Fig. 1: run 1, cell placement
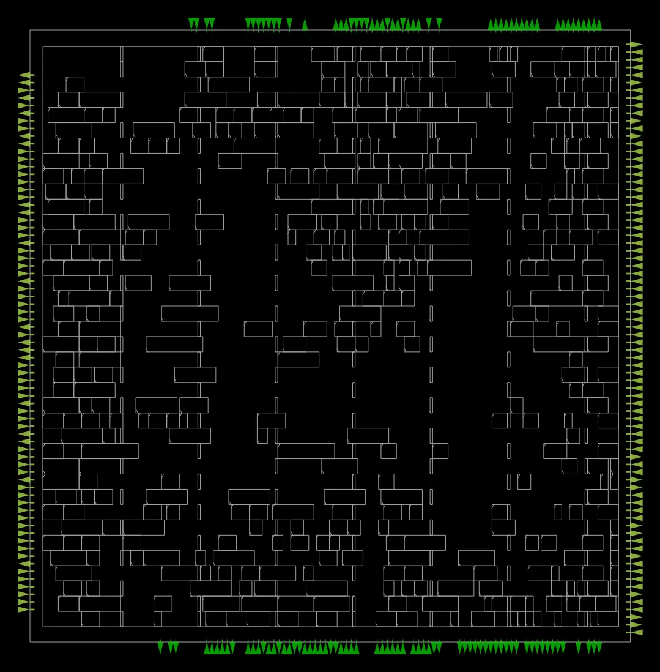
Fig. 2: run 1, placement by cell class
The bar under the picture is 20 µm long.
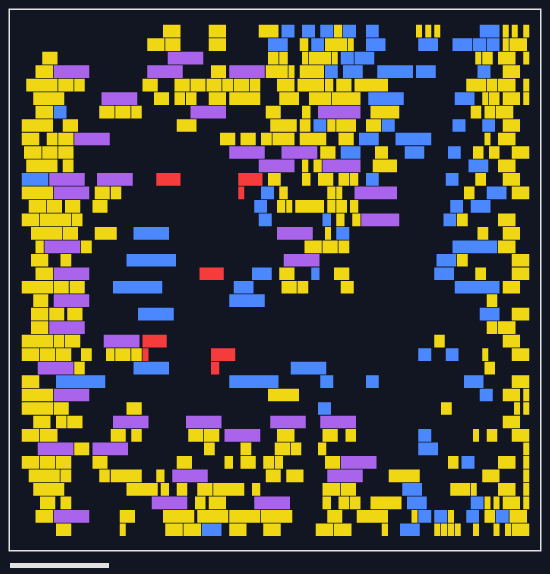
Fig. 3: run 1, clock network drawn from the DEF
The bar under the picture is 20 µm long.
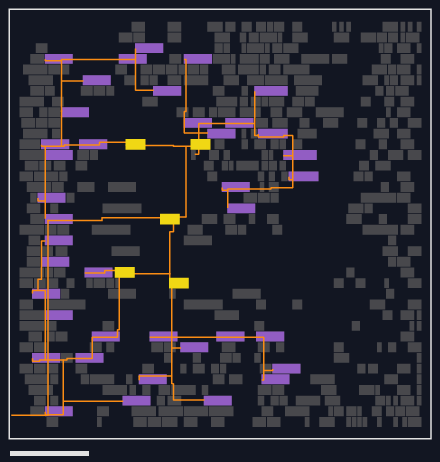
### config.mk
export PLATFORM = sky130hd
export DESIGN_NAME = clint_ctrl
export DESIGN_NICKNAME = d
export VERILOG_FILES = /design/src/rtl/clint_ctrl_pkg.sv /design/src/rtl/clint_ctrl.sv
export SDC_FILE = /design/constraint.sdc
export NUM_CORES = 1
export LEC_CHECK = 0
export CAP_MARGIN = 30
export CORE_AREA = 2 2 105 107
export CTS_CLUSTER_DIAMETER = 80
export DETAILED_ROUTE_END_ITERATION = 10
export DIE_AREA = 0 0 107 109
export DONT_BUFFER_PORTS = 1
export PLACE_DENSITY = 0.56
export RECOVER_POWER = 50
export SYNTH_ARGS = -nofsm -noshare
export SYNTH_HDL_FRONTEND = slang
export SYNTH_SLANG_ARGS = --single-unit
### constraint.sdc
create_clock -name clk -period 1.85 [get_ports clk]
set_input_delay 0.37 -clock clk [delete_from_list [all_inputs] [get_ports clk]]
set_output_delay 0.37 -clock clk [all_outputs]
set_load 0.02 [all_outputs]
### src/rtl/clint_ctrl_pkg.sv
// Shared definitions for the core-local interrupt controller: CSR addresses,
// mcause codes, mstatus bit positions and the sequencer state encoding.
package clint_ctrl_pkg;

  localparam logic [11:0] CSR_MSTATUS  = 12'h300;
  localparam logic [11:0] CSR_MIE      = 12'h304;
  localparam logic [11:0] CSR_MTVEC    = 12'h305;
  localparam logic [11:0] CSR_MSCRATCH = 12'h340;
  localparam logic [11:0] CSR_MEPC     = 12'h341;
  localparam logic [11:0] CSR_MCAUSE   = 12'h342;
  localparam logic [11:0] CSR_CYCLE    = 12'hC00;
  localparam logic [11:0] CSR_CYCLEH   = 12'hC80;

  localparam logic [31:0] CAUSE_BREAKPOINT  = 32'd3;
  localparam logic [31:0] CAUSE_ECALL_M     = 32'd11;
  localparam logic [31:0] CAUSE_M_TIMER_IRQ = 32'h8000_0007;

  localparam int unsigned MSTATUS_MIE  = 3;
  localparam int unsigned MSTATUS_MPIE = 7;

  typedef enum logic [2:0] {
    ST_IDLE,
    ST_W_MEPC,
    ST_W_MSTATUS,
    ST_W_MCAUSE,
    ST_M_RESTORE,
    ST_JUMP
  } clint_state_e;

  // CSR write port carries a 32-bit address with the upper 20 bits zero.
  function automatic logic [31:0] csr_addr(input logic [11:0] a);
    return {20'h0_0000, a};
  endfunction

endpackage

### src/rtl/clint_ctrl.sv
// Core-local interrupt controller: sequences trap entry / mret through the CSR
// write port. Optional macro CLINT_VECTORED_EN enables vectored async traps.
module clint_ctrl
  import clint_ctrl_pkg::*;
#(
  parameter logic [31:0] CAUSE_IRQ = CAUSE_M_TIMER_IRQ
) (
  input  logic        clk,
  input  logic        rst,
  input  logic        ecall_i,
  input  logic        ebreak_i,
  input  logic        mret_i,
  input  logic        irq_i,
  input  logic [31:0] inst_addr_i,
  input  logic        jump_flag_i,
  input  logic [31:0] jump_addr_i,
  input  logic        global_int_en_i,
  input  logic [31:0] csr_mtvec_i,
  input  logic [31:0] csr_mepc_i,
  input  logic [31:0] csr_mstatus_i,
  output logic        csr_wr_en_o,
  output logic [31:0] csr_wr_addr_o,
  output logic [31:0] csr_data_o,
  output logic        hold_o,
  output logic        int_assert_o,
  output logic [31:0] int_addr_o
);

  clint_state_e state_q, state_d;
  logic [31:0]  pc_q, pc_d;
  logic [31:0]  cause_q, cause_d;
  logic         mret_q, mret_d;

  logic         sync_exc;
  logic         irq_take;
  logic         accept;
  logic [31:0]  trap_vec;

  always_comb begin
    sync_exc = ecall_i | ebreak_i;
    irq_take = irq_i & global_int_en_i;
    accept   = (state_q == ST_IDLE) & ~rst & (sync_exc | mret_i | irq_take);
  end

  always_comb begin
    state_d = state_q;
    pc_d    = pc_q;
    cause_d = cause_q;
    mret_d  = mret_q;
    case (state_q)
      ST_IDLE: begin
        if (sync_exc) begin
          state_d = ST_W_MEPC;
          pc_d    = inst_addr_i;
          cause_d = ecall_i ? CAUSE_ECALL_M : CAUSE_BREAKPOINT;
          mret_d  = 1'b0;
        end else if (mret_i) begin
          state_d = ST_M_RESTORE;
          mret_d  = 1'b1;
        end else if (irq_take) begin
          // An irq landing on a taken branch must return to the branch target.
          state_d = ST_W_MEPC;
          pc_d    = jump_flag_i ? jump_addr_i : inst_addr_i;
          cause_d = CAUSE_IRQ;
          mret_d  = 1'b0;
        end
      end
      ST_W_MEPC:    state_d = ST_W_MSTATUS;
      ST_W_MSTATUS: state_d = ST_W_MCAUSE;
      ST_W_MCAUSE:  state_d = ST_JUMP;
      ST_M_RESTORE: state_d = ST_JUMP;
      ST_JUMP:      state_d = ST_IDLE;
      default:      state_d = ST_IDLE;
    endcase
  end

  always_ff @(posedge clk) begin
    if (rst) begin
      state_q <= ST_IDLE;
      pc_q    <= '0;
      cause_q <= '0;
      mret_q  <= 1'b0;
    end else begin
      state_q <= state_d;
      pc_q    <= pc_d;
      cause_q <= cause_d;
      mret_q  <= mret_d;
    end
  end

`ifdef CLINT_VECTORED_EN
  always_comb begin
    trap_vec = {csr_mtvec_i[31:2], 2'b00};
    if ((csr_mtvec_i[1:0] == 2'b01) && cause_q[31]) begin
      trap_vec = trap_vec + {cause_q[29:0], 2'b00};
    end
  end
`else
  always_comb begin
    trap_vec = csr_mtvec_i;
  end
`endif

  always_comb begin
    csr_wr_en_o   = 1'b0;
    csr_wr_addr_o = '0;
    csr_data_o    = '0;
    int_assert_o  = 1'b0;
    int_addr_o    = '0;
    hold_o        = accept | (state_q != ST_IDLE);
    case (state_q)
      ST_W_MEPC: begin
        csr_wr_en_o   = 1'b1;
        csr_wr_addr_o = csr_addr(CSR_MEPC);
        csr_data_o    = pc_q;
      end
      ST_W_MSTATUS: begin
        csr_wr_en_o              = 1'b1;
        csr_wr_addr_o            = csr_addr(CSR_MSTATUS);
        csr_data_o               = csr_mstatus_i;
        csr_data_o[MSTATUS_MPIE] = csr_mstatus_i[MSTATUS_MIE];
        csr_data_o[MSTATUS_MIE]  = 1'b0;
      end
      ST_W_MCAUSE: begin
        csr_wr_en_o   = 1'b1;
        csr_wr_addr_o = csr_addr(CSR_MCAUSE);
        csr_data_o    = cause_q;
      end
      ST_M_RESTORE: begin
        csr_wr_en_o              = 1'b1;
        csr_wr_addr_o            = csr_addr(CSR_MSTATUS);
        csr_data_o               = csr_mstatus_i;
        csr_data_o[MSTATUS_MIE]  = csr_mstatus_i[MSTATUS_MPIE];
        csr_data_o[MSTATUS_MPIE] = 1'b1;
      end
      ST_JUMP: begin
        int_assert_o = 1'b1;
        int_addr_o   = mret_q ? csr_mepc_i : trap_vec;
      end
      default: ;
    endcase
  end

endmodule

==> results.json, run 1 <==
{
  "status": "complete, but fails checks",
  "violations": "setup timing",
  "whs_ns": 0.138,
  "tap-cell-count": 140,
  "layout_top_cell": "mux2i_1",
  "fillCellCount": 1049,
  "drt-met1-wl_mm": 4.49,
  "hold_viol_final": 0,
  "required_ns": 1.48,
  "end_kind": "primary output",
  "post-synth-top-count-cell": "mux2i_1",
  "vias_per_cell": 5.68,
  "worst_path_largest_cell_delay_ns": 0.34,
  "die_w_um": 107,
  "reg_top3": "pc_q x32, cause_q x3, state_q x3",
  "cts_sinks": 39,
  "cts_setup_buffers": 8,
  "cts.clk_slew.worst_paths_ns": 0.08,
  "arrival_ns": 1.57,
  "top_area_cell": "dfxtp_1",
  "crit_chain": "nor2b_2, o21ba_4, buf_12, buf_16, a22o_4",
  "ys_warn_count": 0,
  "synth_xor_xnor_area_share_pct": 0.771,
  "edf_count": 0,
  "synth_area_um2": 3410,
  "switchingPower_mw": 2.51,
  "sw_frac_of_total_pct": 44.4,
  "ant_nets": 0,
  "use_met3_pct": 4.00,
  "crit_path_start_kind": "flip-flop",
  "regMostFlops": "pc_q",
  "rsz0062_at_grt": "yes",
  "comb_area_um2": 2610,
  "cts_tree": "done",
  "synthTopCellsByArea": "dfxtp_1 (23%), mux2i_1 (19%), o221ai_1 (8.2%)",
  "critical_path.startpoint": "state_q[2]$_SDFFE_PP0P_",
  "worst_pin_slew_ns": 0.610,
  "layout-drive-gt1-share_pct": 43.0,
  "grt_busiest_layer": "met2",
  "gr-total-overflow": 0,
  "top_cell_area_share_pct": 22.9,
  "routed.top_layer": "met4",
  "dp_slack_ns": 0.0994,
  "fin_skew_ns": 0.00558,
  "p_per_area_nw_per_um2": 1230,
  "antenna_found_initial": 0,
  "clk_path_buf_depth": 2,
  "clk_latency_ns": 0.28,
  "grtUsageMet2_pct": 36.9,
  "p_comb_share_pct": 65.7,
  "path_buffers": 2,
  "cp_top_family": "AND-OR/OR-AND gates",
  "slew_viol_final": 0,
  "min_path_type": "input port to flip-flop",
  "synth_top_flop_cell": "dfxtp_1",
  "n_all_inverters": 2,
  "place_congestion": 0.814,
  "relSlewSlack_pct": 59.3,
  "ir_drop_mv": 0.629,
  "ys_types": 35,
  "initial_core_util_pct": 32.1,
  "rr_worst_depth": 6,
  "grt_pass1_vias": 3107,
  "route.detailed.drc": 0,
  "flop_area_um2": 791,
  "buffers_excl_clock": 81,
  "drt-pass1-iter-count": 4,
  "p_leak_nw": 1.75,
  "die_y_um": 109,
  "maxPowerGroup": "combinational cells",
  "yosys_cells": 392,
  "synthToLayoutAreaGrowth_pct": 34.8,
  "final_cell_mix": "mux2i_1 (64), buf_4 (38), dfxtp_1 (35)",
  "r2r_start": "state_q[1]$_SDFFE_PP0P_",
  "rr_endpoint": "pc_q[12]$_SDFFE_PP0P_",
  "groute.usage.overall_pct": 19.2,
  "grt_max_degree": 39,
  "r2r_slack_ns": 0.05,
  "cts_resized": 71,
  "antenna_cells": 0,
  "use_met1_pct": 21.7,
  "top_logic_kind": "AND-OR/OR-AND gates",
  "comb_area_share_pct": 56.9,
  "largest_reg_flops": 32,
  "critical_path.endpoint": "csr_data_o[22]",
  "grt_pass1_wl_mm": 17.0,
  "largestClassByArea": "combinational gates",
  "pwr-share-clk_pct": 10.0,
  "cts_hold_buf": 0,
  "fin_ws_ns": -0.0909,
  "ys_sh_adder_pct": 0,
  "syn_inst": 392,
  "drt_iter0_drc": 133,
  "pin_count": 267,
  "ctsHtreeMaxLevel": 2,
  "async_reset_ff_share_pct": 0,
  "via_count": 3265,
  "p_seq_share_pct": 24.3,
  "setup_viol": 24,
  "post-route-period-util_pct": 105,
  "hold-path-cell-count": 1,
  "wl_met2_mm": 6.56,
  "post-dp-hpwl_mm": 8.15,
  "avgRoutedWirePerCell_um": 20.9,
  "pg_comb_mw": 3.72,
  "nets": 602,
  "muxShareOfSynthArea_pct": 20.5,
  "max_freq_mhz": 515,
  "cp.depth": 5,
  "cts_root_buffer": "clkbuf_8",
  "ys_seq_share_pct": 22.9,
  "intPower_mw": 3.15,
  "period_minus_slack_ns": 1.94,
  "maxCapViolations": 0,
  "clk-power_mw": 0.567,
  "clock_buffer_count": 7,
  "tool_warnings": 28
}
-- Fig. 1 (at the start) --
register share of the cell area: 17.2%
post-layout util: 43.3%
Site Rows: 38
flip-flops: 39

-- Fig. 2 (at the start) --
Key: blue = remaining buffers and delay cells [cells 81]; yellow = combinational and other logic [cells 307]; purple = sequential cells [cells 39]; red = clock drivers and dummy loads [cells 8]
core area: 10,600 µm²
fin area: 4590 µm²

-- Fig. 3 (at the start) --
Key: yellow = clock drivers [count 5]; orange = clock wires [length 609 µm]; purple = flip-flops [count 39]
There are 6 routed clock nets.

==> run 1: worst min path at each step <==
stage                                  startpoint                 endpoint
final                                         rst  state_q[0]$_SDFFE_PP0P_
after global routing                          rst      mret_q$_SDFFE_PP0P_
after CTS                                     rst      mret_q$_SDFFE_PP0P_
after detailed placement                      rst      mret_q$_SDFFE_PP0P_
after global placement                        rst      mret_q$_SDFFE_PP0P_
after floorplan           cause_q[3]$_SDFFE_PP0P_  cause_q[3]$_SDFFE_PP0P_
==> run 1: metrics by stage <==
step	utilization (%)	std cells	area [µm²]	total power, mW	setup TNS (ns)
after floorplan	-	418	3500	3.49	0
after global placement	35.6	551	3780	4.06	0
after detailed placement	35.6	551	3780	4.10	0
after CTS	41.7	572	4420	5.71	-2.23
after global routing	43.3	575	4590	6.01	-4.79
final	43.3	575	4590	5.66	-1.84
Fig. 4: run 1, floorplan with the power grid
The bar under the picture is 20 µm long. Pins as bars on the die edge.
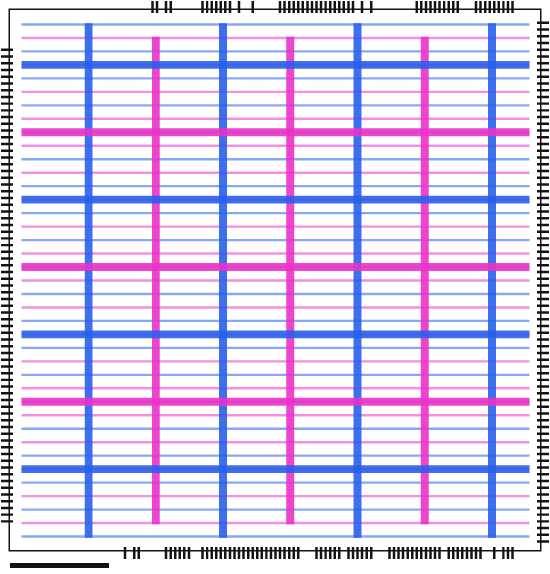

==> run 2: changes to the inputs <==
- PLACE_DENSITY: 0.56 -> 0.58
- clock period: 1.85 -> 1.57 ns (I/O delays scaled with it)
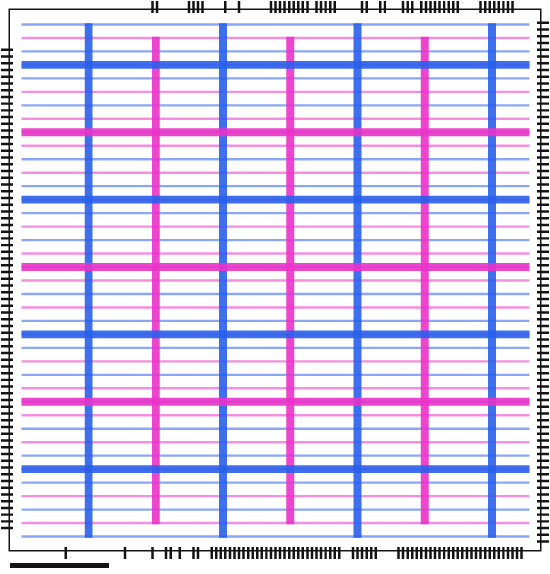
Fig. 5. Floorplan with the power grid (run 2).
The bar under the picture is 20 µm long. Pins as bars on the die edge.
Key: blue = VSS; magenta = VDD
7 straps on met4. The core has 38 rows. 267 signal pins sit on the boundary. 39 met1 rails follow the rows. 7 straps on met5.
die span in y: 109 µm
Die Width: 107 µm
peak supply drop: 0.742 mV

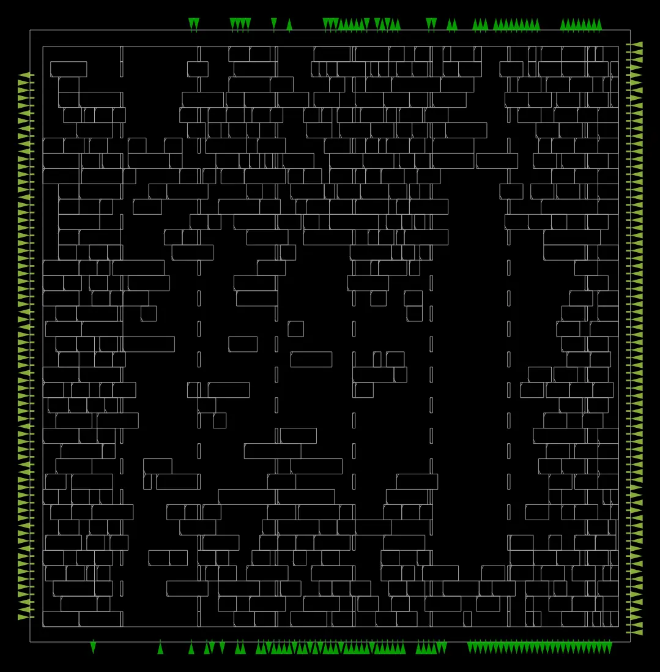
Fig. 6. Cell placement (run 2).
register share of the cell area: 15.5%
post-layout util: 48.4%

==> results.json, run 2 <==
{
  "status": "complete, but fails checks",
  "place_congestion": 0.814,
  "cts_tree": "done",
  "p_per_area_nw_per_um2": 1460,
  "rsz0062_at_grt": "yes",
  "maxPowerGroup": "combinational cells",
  "rows": 38,
  "period_minus_slack_ns": 1.91,
  "switchingPower_mw": 3.25,
  "post-synth-top-count-cell": "mux2i_1",
  "comb_area_um2": 2840,
  "maxCapViolations": 0,
  "initial_core_util_pct": 32.1,
  "final_cell_mix": "mux2i_1 (63), buf_6 (47), dfxtp_1 (35)",
  "violations": "setup timing",
  "setup_viol": 104,
  "vias_per_cell": 5.75,
  "grt_pass1_vias": 3289,
  "route.detailed.drc": 0,
  "pin_count": 267,
  "r2r_slack_ns": -0.11,
  "r2r_start": "state_q[1]$_SDFFE_PP0P_",
  "clk-power_mw": 0.774,
  "end_kind": "primary output",
  "post-route-period-util_pct": 121,
  "n_all_inverters": 2,
  "comb_area_share_pct": 55.3,
  "arrival_ns": 1.59,
  "use_met1_pct": 20.8,
  "critical_path.endpoint": "csr_data_o[4]",
  "timing.setup.tns_ns": -21.24,
  "muxShareOfSynthArea_pct": 20.5,
  "grt_max_degree": 39,
  "design.seq.count": 39,
  "synth_area_um2": 3410,
  "synth_top_flop_cell": "dfxtp_1",
  "fin_ws_ns": -0.335,
  "p_comb_share_pct": 67.7,
  "fillCellCount": 967,
  "cp.depth": 6,
  "whs_endpoint": "state_q[0]$_SDFFE_PP0P_",
  "synth_xor_xnor_area_share_pct": 0.771,
  "ys_seq_share_pct": 22.9,
  "pg_comb_mw": 5.07,
  "grtUsageMet2_pct": 41.2,
  "slew_viol_final": 0,
  "cts_hold_buf": 0,
  "cts.clk_slew.worst_paths_ns": 0.08,
  "yosys_cells": 392,
  "regMostFlops": "pc_q",
  "drt_iter0_drc": 177,
  "postLayoutCellArea_um2": 5130,
  "top_logic_kind": "AND-OR/OR-AND gates",
  "antenna_cells": 0,
  "tap-cell-count": 140,
  "rr_worst_depth": 7,
  "cp_top_family": "AND-OR/OR-AND gates",
  "stdcell_count": 587,
  "avgRoutedWirePerCell_um": 22.5,
  "hold-path-cell-count": 1,
  "hold_viol_final": 0,
  "pwr-share-clk_pct": 10.4,
  "buffers_excl_clock": 93
}
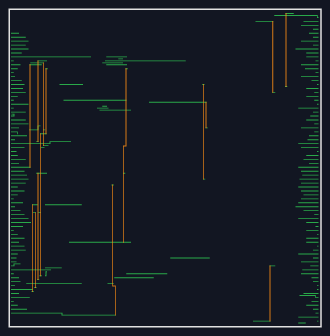
Fig. 7. Routed metal, one color a layer (run 2).
Only two layers are drawn.
Key: orange = metal 4 [wire length 472 µm]; green = metal 3 [wire length 888 µm]

[run 2: cell counts after synthesis]
Identical to the previous run, type by type.
[run 2: through the flow]
stage / hold WS, ns / power (mW)
2_1_floorplan: 0.383 / 4.21
3_3_place_gp: 0.378 / 4.90
3_5_place_dp: 0.382 / 4.99
4_1_cts: 0.0530 / 7.14
5_1_grt: 0.0519 / 7.83
6_report: 0.0723 / 7.48
[run 2: repair_timing]
item | CTS | global route
gates resized | 141 | 39
pin swaps | 30 | 15
cloned | 7 | 5
endpoints found under the setup margin | 73 | 99
setup buffers | 11 | 3
[run 2: routing by layer]
layer | up-vias | part of all wire, %
met5 | - | 0
met4 | 0 | 3.6
met3 | 34 | 6.7
met2 | 227 | 56
met1 | 1588 | 34
li1 | 1527 | -
Power and IR drop assume default switching activity.
